**config.mk**
```make
export PLATFORM = sky130hd
export DESIGN_NAME = led_pattern_engine
export DESIGN_NICKNAME = d
export VERILOG_FILES = /design/src/rtl/led_pattern_engine.sv
export SDC_FILE = /design/constraint.sdc
export NUM_CORES = 1
export LEC_CHECK = 0
export CAP_MARGIN = 20
export CORE_MARGIN = 3
export CORE_UTILIZATION = 59
export CTS_CLUSTER_DIAMETER = 200
export CTS_CLUSTER_SIZE = 8
export DETAILED_ROUTE_END_ITERATION = 12
export PLACE_DENSITY = 0.9
export SKIP_LAST_GASP = 1
export SLEW_MARGIN = 40
export SYNTH_ARGS = -nofsm -noshare
export SYNTH_HDL_FRONTEND = slang
export SYNTH_SLANG_ARGS = --single-unit
```
**constraint.sdc**
```tcl
create_clock -name CLOCK_50 -period 3 [get_ports CLOCK_50]
set_input_delay 0.75 -clock CLOCK_50 [delete_from_list [all_inputs] [get_ports CLOCK_50]]
set_output_delay 0.75 -clock CLOCK_50 [all_outputs]
set_load 0.01 [all_outputs]
```
**src/rtl/led_pattern_engine.sv**
```systemverilog
// LED pattern engine for the DE2-115 LEDR bank.
// Rotate, bounce, bar fill/drain and inverted-rotate patterns with a
// rate divider, pause and single-step. All controls are synchronised.
module led_pattern_engine #(
    parameter int unsigned N_LEDS  = 18,
    parameter int unsigned CLK_HZ  = 50_000_000,
    parameter int unsigned BASE_HZ = 1
) (
    input  logic              CLOCK_50,
    input  logic              reset,
    input  logic              pause,
    input  logic              step,
    input  logic [1:0]        mode,
    input  logic              dir,
    input  logic [1:0]        speed,
    output logic [N_LEDS-1:0] LEDR,
    output logic              tick
);

    localparam int unsigned DIV_W = $clog2(CLK_HZ / BASE_HZ);

    // Terminal counts: speed s advances at BASE_HZ << s
    localparam logic [DIV_W-1:0] DIV_MAX_0 = DIV_W'(CLK_HZ / (BASE_HZ << 0) - 1);
    localparam logic [DIV_W-1:0] DIV_MAX_1 = DIV_W'(CLK_HZ / (BASE_HZ << 1) - 1);
    localparam logic [DIV_W-1:0] DIV_MAX_2 = DIV_W'(CLK_HZ / (BASE_HZ << 2) - 1);
    localparam logic [DIV_W-1:0] DIV_MAX_3 = DIV_W'(CLK_HZ / (BASE_HZ << 3) - 1);

    localparam logic [1:0] MODE_ROTATE = 2'b00;
    localparam logic [1:0] MODE_BOUNCE = 2'b01;
    localparam logic [1:0] MODE_BAR    = 2'b10;
    localparam logic [1:0] MODE_INVERT = 2'b11;

    localparam logic [N_LEDS-1:0] LED_ONE  = N_LEDS'(1);
    localparam logic [N_LEDS-1:0] LED_ALL  = {N_LEDS{1'b1}};
    localparam logic [N_LEDS-1:0] LED_NONE = '0;

    // Synchroniser stages; step has a third stage for edge detection
    logic       pause_s1, pause_s2;
    logic       step_s1, step_s2, step_s3;
    logic [1:0] mode_s1, mode_s2;
    logic       dir_s1, dir_s2;
    logic [1:0] speed_s1, speed_s2;

    logic [1:0]        mode_q;
    logic [DIV_W-1:0]  div_q, div_d, div_max;
    logic [N_LEDS-1:0] led_q, led_d, led_adv;
    logic              bounce_up_q, bounce_up_d, up_adv;
    logic              bar_fill_q, bar_fill_d, fill_adv;
    logic              tick_q, tick_d;
    logic              reload, step_rise, advance;

    // Two-flop synchronisers for all board controls
    always_ff @(posedge CLOCK_50 or posedge reset) begin
        if (reset) begin
            pause_s1 <= 1'b0;  pause_s2 <= 1'b0;
            step_s1  <= 1'b0;  step_s2  <= 1'b0;  step_s3 <= 1'b0;
            mode_s1  <= 2'b00; mode_s2  <= 2'b00;
            dir_s1   <= 1'b0;  dir_s2   <= 1'b0;
            speed_s1 <= 2'b00; speed_s2 <= 2'b00;
        end else begin
            pause_s1 <= pause;  pause_s2 <= pause_s1;
            step_s1  <= step;   step_s2  <= step_s1;  step_s3 <= step_s2;
            mode_s1  <= mode;   mode_s2  <= mode_s1;
            dir_s1   <= dir;    dir_s2   <= dir_s1;
            speed_s1 <= speed;  speed_s2 <= speed_s1;
        end
    end

    // Divider terminal count for the selected rate
    always_comb begin
        case (speed_s2)
            2'd0:    div_max = DIV_MAX_0;
            2'd1:    div_max = DIV_MAX_1;
            2'd2:    div_max = DIV_MAX_2;
            default: div_max = DIV_MAX_3;
        endcase
    end

    // Pattern value and phase flags one advance ahead of the current state
    always_comb begin
        led_adv  = led_q;
        up_adv   = bounce_up_q;
        fill_adv = bar_fill_q;
        case (mode_q)
            MODE_BOUNCE: begin
                // Reverse on the endpoint itself so endpoints are shown once
                if (bounce_up_q) begin
                    if (led_q[N_LEDS-1]) begin
                        led_adv = led_q >> 1;
                        up_adv  = 1'b0;
                    end else begin
                        led_adv = led_q << 1;
                    end
                end else begin
                    if (led_q[0]) begin
                        led_adv = led_q << 1;
                        up_adv  = 1'b1;
                    end else begin
                        led_adv = led_q >> 1;
                    end
                end
            end
            MODE_BAR: begin
                // Phase flips when the bar is full (drain) or empty (fill)
                fill_adv = bar_fill_q ? (led_q != LED_ALL) : (led_q == LED_NONE);
                led_adv  = dir_s2 ? {fill_adv, led_q[N_LEDS-1:1]}
                                  : {led_q[N_LEDS-2:0], fill_adv};
            end
            default: begin
                led_adv = dir_s2 ? {led_q[0], led_q[N_LEDS-1:1]}
                                 : {led_q[N_LEDS-2:0], led_q[N_LEDS-1]};
            end
        endcase
    end

    // Next state: mode reload beats timed or stepped advance
    always_comb begin
        reload    = (mode_s2 != mode_q);
        step_rise = step_s2 & ~step_s3;
        advance   = 1'b0;
        div_d       = div_q;
        led_d       = led_q;
        bounce_up_d = bounce_up_q;
        bar_fill_d  = bar_fill_q;
        if (reload) begin
            div_d       = '0;
            bounce_up_d = 1'b1;
            bar_fill_d  = 1'b1;
            case (mode_s2)
                MODE_ROTATE: led_d = LED_ONE;
                MODE_BOUNCE: led_d = LED_ONE;
                MODE_BAR:    led_d = LED_NONE;
                default:     led_d = ~LED_ONE;
            endcase
        end else if (pause_s2) begin
            advance = step_rise;
        end else if (div_q >= div_max) begin
            div_d   = '0;
            advance = 1'b1;
        end else begin
            div_d = div_q + DIV_W'(1);
        end
        if (advance) begin
            led_d       = led_adv;
            bounce_up_d = up_adv;
            bar_fill_d  = fill_adv;
        end
        tick_d = advance;
    end

    // Pattern, divider and tick registers
    always_ff @(posedge CLOCK_50 or posedge reset) begin
        if (reset) begin
            mode_q      <= MODE_ROTATE;
            div_q       <= '0;
            led_q       <= LED_ONE;
            bounce_up_q <= 1'b1;
            bar_fill_q  <= 1'b1;
            tick_q      <= 1'b0;
        end else begin
            mode_q      <= mode_s2;
            div_q       <= div_d;
            led_q       <= led_d;
            bounce_up_q <= bounce_up_d;
            bar_fill_q  <= bar_fill_d;
            tick_q      <= tick_d;
        end
    end

    assign LEDR = led_q;
    assign tick = tick_q;

endmodule

```
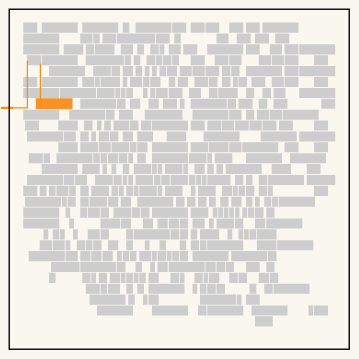
Run 1: port wiring
Drawn at 4 px/um.
- orange: `dir` (bits 1; direction input; edge left; end cells 1; buffers 1; wire 26.6 um)
PortBufs: 27
Ports: 28

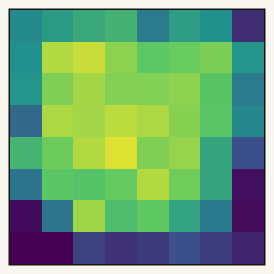
Run 1: cell density map
Drawn at 3 px/um. The die is cut into 8 by 8 equal tiles; dark purple is low, yellow is high, 0 to 100% covered.
- nearly empty tiles: 3.1%
- densest ninth of the die: center
- mean over tiles: 57%
- tiles over 75% full: 38%
- fullest tile: 95%
core area: 0.00596 mm2
Util after Layout: 0.708

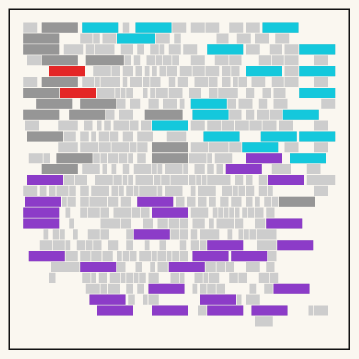
Run 1: register map, names as in the netlist
Drawn at 4 px/um. Other sequential cells in the stronger gray, the rest of the logic in the fainter gray.
- purple: `div_q` (flops 26)
- cyan: `LEDR` (flops 18)
- red: `mode_q` (flops 2)
- not colored: 18

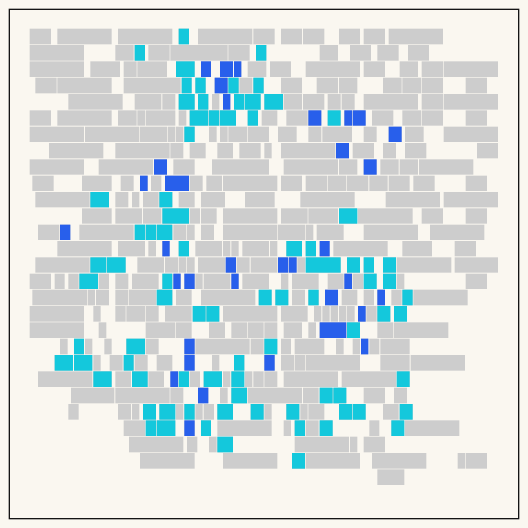
Run 1: gate-type map
Drawn at 6 px/um.
- blue: nor cells (cells 35; most used nor2_1)
- cyan: aoi and oai cells (cells 82; most used a31oi_1)
combinational fraction of the cell area: 0.443
Non-Filler Instances: 483
most numerous logic cell after layout: dfrtp_1

==> results.txt, run 1 <==
fresh numbers from the pnr run: outcome finished clean, non-clock buffer area fraction after layout 0.0896, Tapcells between 70 and 80, Tightest Pin Transition 0.746 ns, CTS max path bufs 2, Final #Nets between 400 and 500, Max Slew Vio Count 0, DR iter-0 viols approximately 270, synth warn 0, Clock transition at path regs roughly 0.070 ns, grt total ovfl 0, Yosys Chip Area 0.00365 mm2, gpl congestion 0.978, Worst path depth 11, number of diodes 0, synth unique cells around 55, DRC 0, first-pass GRT wire length 14,900 um, Setup crit end div_q[20], Inverters 21, post-route cell area about 0.0042 mm2, Hold Path Cell Cnt 0, met3 usage 0.0658, Worst-Skew Late Latency ~0.34 ns, worst slack at placement approximately 0.27 ns, register area share after synthesis 0.440, Seq cells ~64, minimum clock period 2.89 ns, Mean Syn Cell Area about 9.7 um2, Pwr Total between 1500 and 2000 uW, power per cell area between 400 and 500 mW/mm2, Final Hold Slack about 0.35 ns, WL met2 between 4000 and 5000 um, die width roughly 85 um, vias in the first global route ~3.1k, initial antenna violation count 0, met2 usage 0.396, logic area 0.00187 mm2, yosys cell count approximately 380, Hold Path Class reg -> reg, worst-path maximum fanout 34, flop share of the area 0.381, die y size 84.7 um, Critical Path Start Type register, Main synth FF type dfrtp_1, FF-to-FF End div_q[20], Crit Path Class reg -> reg, syn nets between 400 and 500, CTS root buffer clkbuf_8, largest net degree at the start of global routing between 40 and 50, H-tree depth 3, FF+latch area 0.00161 mm2, setup violators final 0, Max transition margin 0.499, full die area about 0.0072 mm2, vias per cell ~6.8, post-route antenna net violation count 0, period utilisation layout 0.964, critical path cell sequence inv_1, nand2_1, inv_1, ha_1, a211oi_1, nor3_1, nor3_1, a21o_1, buf_12, nand2_1, o211ai_1, dpl cell area 0.00402 mm2, DR WL/cell approximately 18 um, max cap viols 0, WL met3 around 520 um, Signal buffers 38, CTS hold repair buffers 0, commonest non-fill, non-tap cells in the layout 61 x dfrtp_1, 28 x nand2_1, 27 x clkdlybuf4s50_1, tool warning count 28, CP top delay family AND-OR/OR-AND gates, GRT Overall Usage 0.256, Synth Instances between 300 and 400, CTS sink count around 64, EDFF count, synth 0, Reg2Reg Launch Point speed_s2[0], Post-synth regs between 60 and 70, Multi-In Gates around 270, final WL between 8000 and 9000 um, Area Growth Syn to Fin 15.5%, FP Rows 28, met1 GRT Util 0.348, Inst Count DP 468, critical path endpoint category register, crit path launch speed_s2[0], DRT Pass-1 Iters 5, final worst slack about 0.11 ns, HP Start dir_s1
run 1: power by group:
part / internal [uW] / switching, uW
logic: 137 / 150
registers: 904 / 58.7
clock network: 385 / 326
total: 1430 / 535
run 1: Yosys cell counts (all sizes together) (9+ instances only):
| library cell | number | area (um2) |
|---|---|---|
| dfrtp | 61 | 1530 |
| nand2 | 29 | 111 |
| a31oi | 24 | 150 |
| o21ai | 22 | 110 |
| inv | 21 | 78.8 |
| ha | 20 | 250 |
| nand3 | 19 | 100 |
| a22o | 16 | 140 |
| nand4 | 16 | 100 |
| a221o | 14 | 140 |
| nor2 | 14 | 60.1 |
| clkbuf | 13 | 48.8 |
| nor3 | 11 | 55.1 |
| buf | 10 | 57.6 |
| and3 | 9 | 56.3 |
run 1: kinds of logic after synthesis:
logic type               after synthesis  synth area share
AND/OR/NAND/NOR                      124             0.183
AND-OR/OR-AND                        121             0.245
flip-flops                            64             0.440
buffers and inverters                 44            0.0507
adder cells (fa/ha/maj)               20            0.0686
multiplexers                           3           0.00823
XOR/XNOR                               2           0.00480
run 1: state kept, by name, summed over array words and instances (netlist names):
| signal | flops |
|---|---|
| speed_s1 | 2 |
| step_s1 | 1 |
| dir_s2 | 1 |
| dir_s1 | 1 |
| div_q | 26 |
| pause_s2 | 1 |
| mode_q | 2 |
| bar_fill_q | 1 |
| step_s3 | 1 |
| mode_s1 | 2 |
| LEDR | 18 |
| tick | 1 |
| bounce_up_q | 1 |
| step_s2 | 1 |
| mode_s2 | 2 |
| pause_s1 | 1 |
| speed_s2 | 2 |
run 1: what timing repair did:
action | 4_1_cts | 5_1_grt
endpoints found under the hold margin | 0 | 0
gates resized | 0 | 1
endpoints found under the setup margin | 0 | 20
==> inputs of run 2 (changes only) <==
--- a/config.mk
+++ b/config.mk
@@ -7,11 +7,11 @@
 export LEC_CHECK = 0
 export CAP_MARGIN = 20
 export CORE_MARGIN = 3
-export CORE_UTILIZATION = 59
+export CORE_UTILIZATION = 45
 export CTS_CLUSTER_DIAMETER = 200
 export CTS_CLUSTER_SIZE = 8
 export DETAILED_ROUTE_END_ITERATION = 12
-export PLACE_DENSITY = 0.9
+export PLACE_DENSITY = 0.74
 export SKIP_LAST_GASP = 1
 export SLEW_MARGIN = 40
 export SYNTH_ARGS = -nofsm -noshare
==> run 2 against run 1 <==
Compared with the run above:
- core utilization shrank 17 points
- fmax rose by 3.0%
- combinational power down 2%
- sequential cell count unchanged
- largest cell class unchanged
- non-clock buffer count fell by 2
==> results.txt, run 2 <==
fresh numbers from the pnr run: CTS sink count 64 (unchanged), minimum clock period 2.81 ns (was 2.89 ns), DRT Pass-1 Iters 6 (was 5), CTS root buffer clkbuf_8 (unchanged), most frequent cells after synthesis 61 x dfrtp_1, 28 x nand2_1, 24 x a31oi_1, 21 x inv_1, 21 x o21ai_0 (unchanged), full die area 0.00923 mm2 (was 0.00717 mm2), Ports 28 (unchanged), synth unique cells 55 (unchanged), Mean Syn Cell Area 9.66 um2 (unchanged), WL met3 442 um (was 522 um), Non-Filler Instances 509 (was 483), Max Slew Vio Count 0 (unchanged), FF-to-FF End bar_fill_q (was div_q[20]), outcome finished clean (unchanged), power per cell area 466 mW/mm2 (was 465 mW/mm2), Crit Path Class reg -> reg (unchanged), Final #Nets 431 (was 433), die y size 96.1 um (was 84.7 um), Main synth FF type dfrtp_1 (unchanged), Critical Path Start Type register (unchanged), final WL 8570 um (was 8800 um), Inst Count DP 493 (was 468), PortBufs 27 (unchanged), gpl congestion 0.841 (was 0.978), grt total ovfl 0 (unchanged), Max transition margin 0.446 (was 0.499), met1 GRT Util 0.285 (was 0.348), worst slack at placement 0.123 ns (was 0.271 ns), Worst-Skew Late Latency 0.34 ns (about the same), Reg2Reg Launch Point speed_s2[0] (unchanged), register area share after synthesis 0.440 (unchanged), Post-synth regs 64 (unchanged), max cap viols 0 (unchanged), Pwr Total 1970 uW (was 1960 uW), Synth Instances 378 (unchanged), initial antenna violation count 0 (unchanged), EDFF count, synth 0 (unchanged), Max-area cell share 0.418 (unchanged), syn nets 407 (unchanged), Synth top cell by count dfrtp_1 (unchanged), Yosys Chip Area 0.00365 mm2 (unchanged), largest area contributor in the netlist dfrtp_1 (unchanged), Tightest Pin Transition 0.824 ns (was 0.746 ns), H-tree depth 3 (unchanged), worst-path maximum fanout 9 (was 34), WL met2 4130 um (was 4280 um), GRT Overall Usage 0.203 (was 0.256)
run 2: cell count changes in the layout (fill, tap and decap cells not counted), sizes merged:
cell and delta:
bufinv +1, clkbuf -3, clkinv +3, buf -2
run 2: worst min path at each step:
stage / from / to / slack (ns) / depth (start not counted)
after floorplan: dir_s1 / dir_s2 / 0.33 / 0
after global placement: step_s1 / step_s2 / 0.33 / 0
after detailed placement: pause_s1 / pause_s2 / 0.34 / 0
after CTS: pause_s1 / pause_s2 / 0.35 / 0
after global routing: speed_s1[1] / speed_s2[1] / 0.36 / 0
final: pause_s1 / pause_s2 / 0.35 / 0
run 2: area by class of cell:
type                    instances  area (um2)  area share
flip-flops and latches         64        1610       0.380
repair buffers                 36         363      0.0858
inverters                      21        78.8      0.0186
clock inverters                 6        61.3      0.0145
multi-input cells             270        1860       0.441
well taps                     102         128      0.0302
clock buffers                  10         128      0.0302
run 2: logic make-up (layout without fill, tap and decap cells):
kind of cell             after synthesis  in the layout  share of synthesized area
adder cells (fa/ha/maj)               20             20                     0.0686
multiplexers                           3              3                    0.00823
buffers and inverters                 44             73                     0.0507
AND/OR/NAND/NOR                      124            124                      0.183
AND-OR/OR-AND                        121            121                      0.245
flip-flops                            64             64                      0.440
XOR/XNOR                               2              2                    0.00480
run 2: what timing repair did:
item                       in CTS  in global routing
setup buffers                   0                  0
gates resized                   0                  1
setup endpoints to repair       0                 15
run 2: worst max-delay path: stages (launching register included):
cell      delay (ns)
dfrtp_1         0.42
inv_1           0.09
nor2_1          0.25
inv_1           0.09
ha_1            0.30
nand4_1         0.11
o41ai_2         0.25
a22oi_1         0.16
a31oi_1         0.38
buf_4           0.25
a21boi_0        0.10
a311o_1         0.33
run 2: report_power, final:
part           switching (uW)  internal (uW)
Sequential               58.1            904
Clock                     346            381
Combinational             146            135
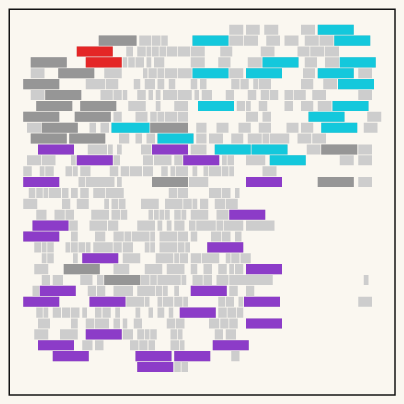
Run 2: register map, names as in the netlist
Drawn at 4 px/um. Other sequential cells in the stronger gray, the rest of the logic in the fainter gray.
- red: `mode_q` (flops 2)
- cyan: `LEDR` (flops 18)
- purple: `div_q` (flops 26)

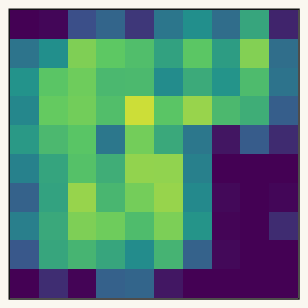
Run 2: cell density map
Drawn at 3 px/um. The die is cut into 10 by 10 equal tiles; dark purple is low, yellow is high, 0 to 100% covered.
- densest ninth of the die: center
- fullest tile: 92%
- mean over tiles: 44%
- tiles over 75% full: 16%
- nearly empty tiles: 17%
- emptiest ninth of the die: lower right
Initial Util: 0.467
core area: 0.00781 mm2
Util after Layout: 0.542

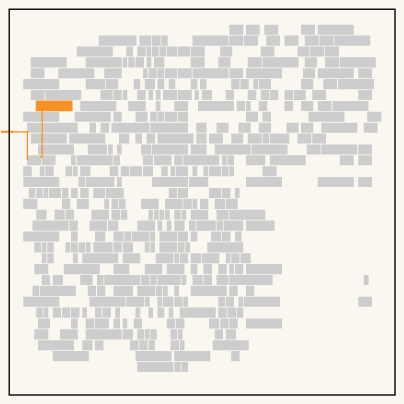
Run 2: port wiring
Drawn at 4 px/um.
- orange: `dir` (bits 1; direction input; edge left; end cells 1; buffers 1; wire 23.6 um)

==> inputs of run 3 (changes only) <==
==> constraint.sdc (replaced) <==
create_clock -name CLOCK_50 -period 3 [get_ports CLOCK_50]
set_input_delay 0.6 -clock CLOCK_50 [delete_from_list [all_inputs] [get_ports CLOCK_50]]
set_output_delay 0.6 -clock CLOCK_50 [all_outputs]
set_load 0.01 [all_outputs]
==> run 3 against run 2 <==
Compared with the run above:
- largest cell class unchanged
- global-route usage grew 0.099 points
- sequential power is essentially flat
- first-iteration DRC count shrank 6.3%
- combinational power grew 2%
- highest routed layer unchanged
- largest power group unchanged
- register-to-register slack gained 0.09 ns
- clock skew grew 0.0016 ns
==> results.txt, run 3 <==
fresh numbers from the pnr run: Max-area cell share 0.418 (unchanged), FF+latch area 0.00161 mm2 (unchanged), Ports 28 (unchanged), top cells, area dfrtp_1 42%, ha_1 6.9%, a31oi_1 4.1% (unchanged), EDFF count, synth 0 (unchanged), power per cell area 490 mW/mm2 (was 466 mW/mm2), minimum clock period 2.71 ns (was 2.81 ns), DR WL/cell 17.1 um (was 16.8 um), grt total ovfl 0 (unchanged), final worst slack 0.287 ns (was 0.192 ns), Switch Pwr 584 uW (was 550 uW), Critical Path Start Type register (unchanged), worst slack at placement 0.269 ns (was 0.123 ns), combinational cell power 287 uW (was 281 uW), largest net degree at the start of global routing 34 (was 46), gpl congestion 0.880 (was 0.841), commonest non-fill, non-tap cells in the layout 61 x dfrtp_1, 28 x nand2_1, 27 x clkdlybuf4s50_1 (unchanged), critical path cell sequence inv_1, nor2_1, inv_1, ha_1, nand4_1, o41ai_2, a22oi_1, a31oi_1, buf_4, nor2_4, a221o_1 (was inv_1, nor2_1, inv_1, ha_1, nand4_1, o41ai_2, a22oi_1, a31oi_1, buf_4, a21boi_0, a311o_1), largest register by flop count div_q (unchanged), first-pass GRT wire length 14,600 um (was 14,700 um), full die area 0.00923 mm2 (unchanged), Final #Nets 434 (was 431), Reg2Reg Launch Point speed_s2[0] (unchanged), Hold Path Class reg -> reg (unchanged), hold endpoint dir_s2 (was pause_s2), Hold Path Cell Cnt 0 (unchanged), most numerous logic cell after layout dfrtp_1 (unchanged), Clock transition at path regs 0.09 ns (was 0.07 ns), CTS root buffer clkbuf_8 (unchanged), PortBufs 27 (unchanged), most frequent cells after synthesis 61 x dfrtp_1, 28 x nand2_1, 24 x a31oi_1, 21 x inv_1, 21 x o21ai_0 (unchanged), Yosys Chip Area 0.00365 mm2 (unchanged), clock-net power 850 uW (was 727 uW), Post-synth regs 64 (unchanged), Main synth FF type dfrtp_1 (unchanged), outcome finished clean (unchanged), Util after Layout 0.549 (was 0.542), FF-to-FF End LEDR[6] (was bar_fill_q), number of diodes 0 (unchanged), Area Growth Syn to Fin 17.5% (was 15.8%), Inst Count DP 496 (was 493), FP Rows 32 (unchanged), DRC 0 (unchanged), Buf/Inv on CP 3 (unchanged), Tightest Pin Transition 0.706 ns (was 0.824 ns), Clk pwr share 0.405 (was 0.369), Crit Path Class reg -> reg (unchanged), dpl cell area 0.00406 mm2 (was 0.00404 mm2), most used cell, CP inv_1 (unchanged), critical path endpoint category register (unchanged), period utilisation layout 0.904 (was 0.936), vias per cell 6.17 (was 6.21), Mean Syn Cell Area 9.66 um2 (unchanged), logic area 0.00186 mm2 (unchanged), post-route cell area 0.00429 mm2 (was 0.00423 mm2), Pwr Total 2100 uW (was 1970 uW), die y size 96.1 um (unchanged), Sw Ratio 0.278 (was 0.279), die width 96.1 um (unchanged), Synth Instances 378 (unchanged), core area 0.00781 mm2 (unchanged), Initial Util 0.467 (unchanged), tool warning count 27 (unchanged), worst-path maximum fanout 14 (was 9), Worst-Skew Late Latency 0.35 ns (was 0.34 ns), DR iter-0 viols 239 (was 255), DRT Pass-1 Iters 5 (was 6), initial antenna violation count 0 (unchanged), setup bufs post-CTS 0 (unchanged), CTS max path bufs 2 (unchanged), Max Slew Vio Count 0 (unchanged), Top pwr grp registers (unchanged), register area share after synthesis 0.440 (unchanged), critical-path cell with the highest stage delay dfrtp_1 (unchanged), max cap viols 0 (unchanged), Reg power frac 0.458 (was 0.488), combinational power share 0.136 (was 0.143), vias in the first global route 2,991 (was 3,059), synth warn 0 (unchanged), cell internal pwr 1520 uW (was 1420 uW), Sequential Power 963 uW (was 962 uW), setup violators final 0 (unchanged)
run 3: netlist changes by cell type in the layout (fill, tap and decap cells not counted), sizes merged:
cell,change
buf,+3
bufinv,+1
clkinv,-2
inv,+2
clkbuf,-1
run 3: metal layers:
metal / GRT usage / vias up / share of wire
met3: 0.0414 / 10 / 0.043
met1: 0.287 / 1542 / 0.49
met4: 0.0652 / 0 / 0.012
met5: 0 / - / 0
met2: 0.315 / 81 / 0.46
li1: - / 1525 / -
run 3: kinds of logic (layout without fill, tap and decap cells):
| kind of cell | after synthesis | after routing | share of synthesized area |
|---|---|---|---|
| multiplexers | 3 | 3 | 0.00823 |
| flip-flops | 64 | 64 | 0.440 |
| XOR/XNOR | 2 | 2 | 0.00480 |
| buffers and inverters | 44 | 76 | 0.0507 |
| AND-OR/OR-AND | 121 | 121 | 0.245 |
| adder cells (fa/ha/maj) | 20 | 20 | 0.0686 |
| AND/OR/NAND/NOR | 124 | 124 | 0.183 |
run 3: final cells by class:
type	instances	area share
inverter	21	0.0184
sequential	64	0.374
timing repair buffer	39	0.0899
tap	102	0.0298
clock buffer	9	0.0289
multi-input combinational	270	0.435
clock inverter	7	0.0239
run 3: worst max path at each step:
stage | startpoint | to | slack, ns | cells after the start
5_1_grt | speed_s2[0] | div_q[20] | 0.06 | 10
3_3_place_gp | speed_s2[0] | LEDR[11] | 0.36 | 10
3_5_place_dp | speed_s2[0] | LEDR[13] | 0.27 | 10
6_report | speed_s2[0] | LEDR[6] | 0.29 | 11
2_1_floorplan | speed_s2[0] | LEDR[10] | 0.57 | 12
4_1_cts | speed_s2[0] | LEDR[6] | 0.23 | 10
run 3: timing repair:
item	in CTS	in global routing
resized	0	1
hold buffers	0	0
endpoints found under the setup margin	0	1
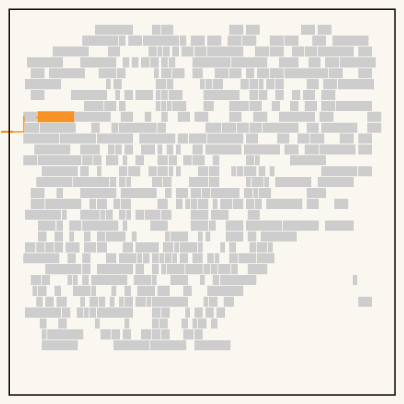
Run 3: port wiring
Drawn at 4 px/um.

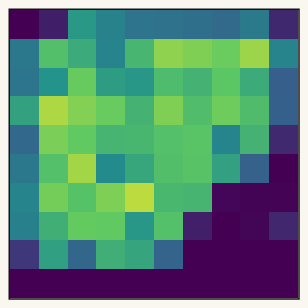
Run 3: cell density map
Drawn at 3 px/um. The die is cut into 10 by 10 equal tiles; dark purple is low, yellow is high, 0 to 100% covered.
- nearly empty tiles: 21%
- tiles over 75% full: 18%
- mean over tiles: 45%

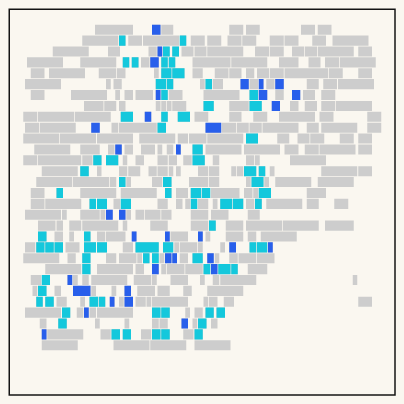
Run 3: gate-type map
Drawn at 4 px/um.
Non-Filler Instances: 512
combinational fraction of the cell area: 0.435

Power and IR drop assume default switching activity.
